$ cat src/rtl/decoder_pkg.sv
// decoder_pkg: shared widths and FSM state type for the 3-to-8 strobe decoder
package decoder_pkg;
  localparam int CODE_W = 3;
  localparam int OUT_W = 8;
  typedef enum logic [1:0] {IDLE, DRIVE, GAP} dec_state_t;
endpackage

$ cat src/rtl/onehot_dec.sv
// onehot_dec: combinational code to one-hot decoder
import decoder_pkg::*;
module onehot_dec (
  input  logic [CODE_W-1:0] a,
  output logic [OUT_W-1:0]  y
);
  assign y = OUT_W'(1) << a;
endmodule

$ cat src/rtl/decoder_3to8_strobe.sv
// decoder_3to8_strobe: handshaked code in, one-hot strobe held for HOLD_CYCLES, then GAP_CYCLES idle
import decoder_pkg::*;
module decoder_3to8_strobe #(
  parameter int HOLD_CYCLES = 4,
  parameter int GAP_CYCLES = 1
) (
  input  logic              clk,
  input  logic              rst_n,
  input  logic              en,
  input  logic              in_valid,
  output logic              in_ready,
  input  logic [CODE_W-1:0] a,
  output logic [OUT_W-1:0]  y,
  output logic              busy,
  output logic              done
);
  localparam int MX = HOLD_CYCLES > GAP_CYCLES ? HOLD_CYCLES : GAP_CYCLES;
  localparam int CW = $clog2(MX + 1) < 1 ? 1 : $clog2(MX + 1);
  localparam int GL = GAP_CYCLES > 0 ? GAP_CYCLES - 1 : 0;
  dec_state_t state, state_n;
  logic [CW-1:0] cnt, cnt_n;
  logic [CODE_W-1:0] code, code_n, sel;
  logic [OUT_W-1:0] dec, y_n;
  logic busy_n, done_n;
  assign in_ready = en && state == IDLE;
  assign sel = state == IDLE ? a : code;
  onehot_dec u_dec (.a(sel), .y(dec));
  // next-state and registered-output logic; en low forces an abort to IDLE
  always_comb begin
    state_n = state;
    cnt_n = cnt;
    code_n = code;
    y_n = y;
    busy_n = busy;
    done_n = 1'b0;
    if (!en) begin
      state_n = IDLE;
      y_n = '0;
      busy_n = 1'b0;
    end else begin
      case (state)
        IDLE: if (in_valid) begin
          state_n = DRIVE;
          code_n = a;
          cnt_n = CW'(HOLD_CYCLES - 1);
          y_n = dec;
          busy_n = 1'b1;
        end
        DRIVE: if (cnt != '0) begin
          cnt_n = cnt - CW'(1);
          y_n = dec;
        end else begin
          y_n = '0;
          done_n = 1'b1;
          state_n = GAP_CYCLES > 0 ? GAP : IDLE;
          cnt_n = CW'(GL);
          busy_n = GAP_CYCLES > 0;
        end
        GAP: if (cnt != '0) cnt_n = cnt - CW'(1);
        else begin
          state_n = IDLE;
          busy_n = 1'b0;
        end
        default: state_n = IDLE;
      endcase
    end
  end
  // state and output registers with asynchronous clear
  always_ff @(posedge clk or negedge rst_n) begin
    if (!rst_n) begin
      state <= IDLE;
      cnt <= '0;
      code <= '0;
      y <= '0;
      busy <= 1'b0;
      done <= 1'b0;
    end else begin
      state <= state_n;
      cnt <= cnt_n;
      code <= code_n;
      y <= y_n;
      busy <= busy_n;
      done <= done_n;
    end
  end
endmodule

$ cat config.mk
export PLATFORM = sky130hd
export DESIGN_NAME = decoder_3to8_strobe
export DESIGN_NICKNAME = d
export VERILOG_FILES = /design/src/rtl/decoder_pkg.sv /design/src/rtl/onehot_dec.sv /design/src/rtl/decoder_3to8_strobe.sv
export SDC_FILE = /design/constraint.sdc
export NUM_CORES = 1
export LEC_CHECK = 0
export ABC_AREA = 1
export CAP_MARGIN = 5
export CELL_PAD_IN_SITES_DETAIL_PLACEMENT = 1
export CELL_PAD_IN_SITES_GLOBAL_PLACEMENT = 1
export CORE_ASPECT_RATIO = 0.75
export CORE_UTILIZATION = 40
export CTS_CLUSTER_DIAMETER = 50
export CTS_CLUSTER_SIZE = 28
export DETAILED_ROUTE_END_ITERATION = 8
export PLACE_DENSITY = 0.85
export SYNTH_ARGS = -nofsm -noshare
export SYNTH_HDL_FRONTEND = slang
export SYNTH_SLANG_ARGS = --single-unit
$ cat constraint.sdc
create_clock -name clk -period 3.8 [get_ports clk]
set_input_delay 0.76 -clock clk [delete_from_list [all_inputs] [get_ports clk]]
set_output_delay 0.76 -clock clk [all_outputs]
set_load 0.005 [all_outputs]
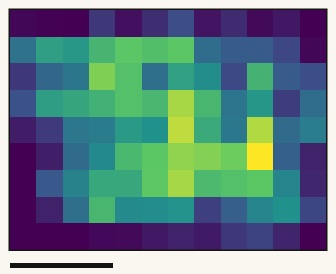
(routed metal per tile)
Bar = 20 µm. The die is cut into 12 by 9 equal tiles; dark purple is low, yellow is high, scaled to the fullest tile. Values are wire area over tile area, all layers added.
nearly empty tiles: 11%
densest ninth of the die: center
mean over tiles: 0.15
fullest tile: 0.39
tiles over half the peak: 34%
final wirelength: 2770 µm
via count: 965
Avg WL per Cell: 14.3 µm

==> results_dict.tcl <==
# metrics dict for downstream scripts
set metrics [dict create \
    clk-power_mw 0.0948 \
    seq_power_mw 0.313 \
    hold_class "flop to flop" \
    hold_start "y[4]" \
    cp_slowest_cell "clkdlybuf4s50_1" \
    holdWs_ps 494 \
    logic_area_um2 536 \
    grt_setup_unrepaired "no" \
    grt_overflow 0 \
    cp-start-kind "primary input" \
    p_sw_share_pct 46.6 \
    warning_count 31 \
    grt.total_usage_pct 22.8 \
    synth_seq_share_pct 42.4 \
    common_cells "59 x nand2_1, 18 x dfrtp_1, 14 x inv_1, 11 x nand3_1, 7 x ha_1" \
    slew_viol_final 0 \
    status "completed" \
    grt_busiest_layer "met2" \
    final_cells 193 \
    viasPerCell 5.00 \
    p_comb_share_pct 58.0 \
    yosys.area.top_type "dfrtp_1" \
    synth_warnings 0 \
    setup_viol_count_final 0 \
    ff_latch_area_um2 450 \
    cts_tree "yes" \
]
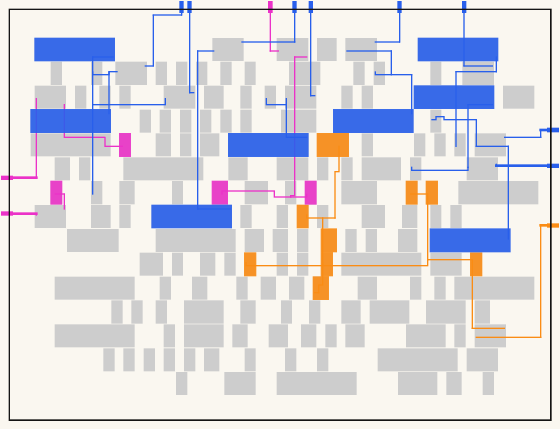
(wires at chosen ports, followed through buffers)
| port | color | bits | direction | edge | end cells | wire |
|---|---|---|---|---|---|---|
| y | blue | 8 | output | 6 top, 2 right | 8 | 206 µm |
| a | magenta | 3 | input | 2 left, 1 top | 4 | 62.5 µm |
| en | orange | 1 | input | right | 9 | 90.5 µm |
num ports: 18
port bufs: 17

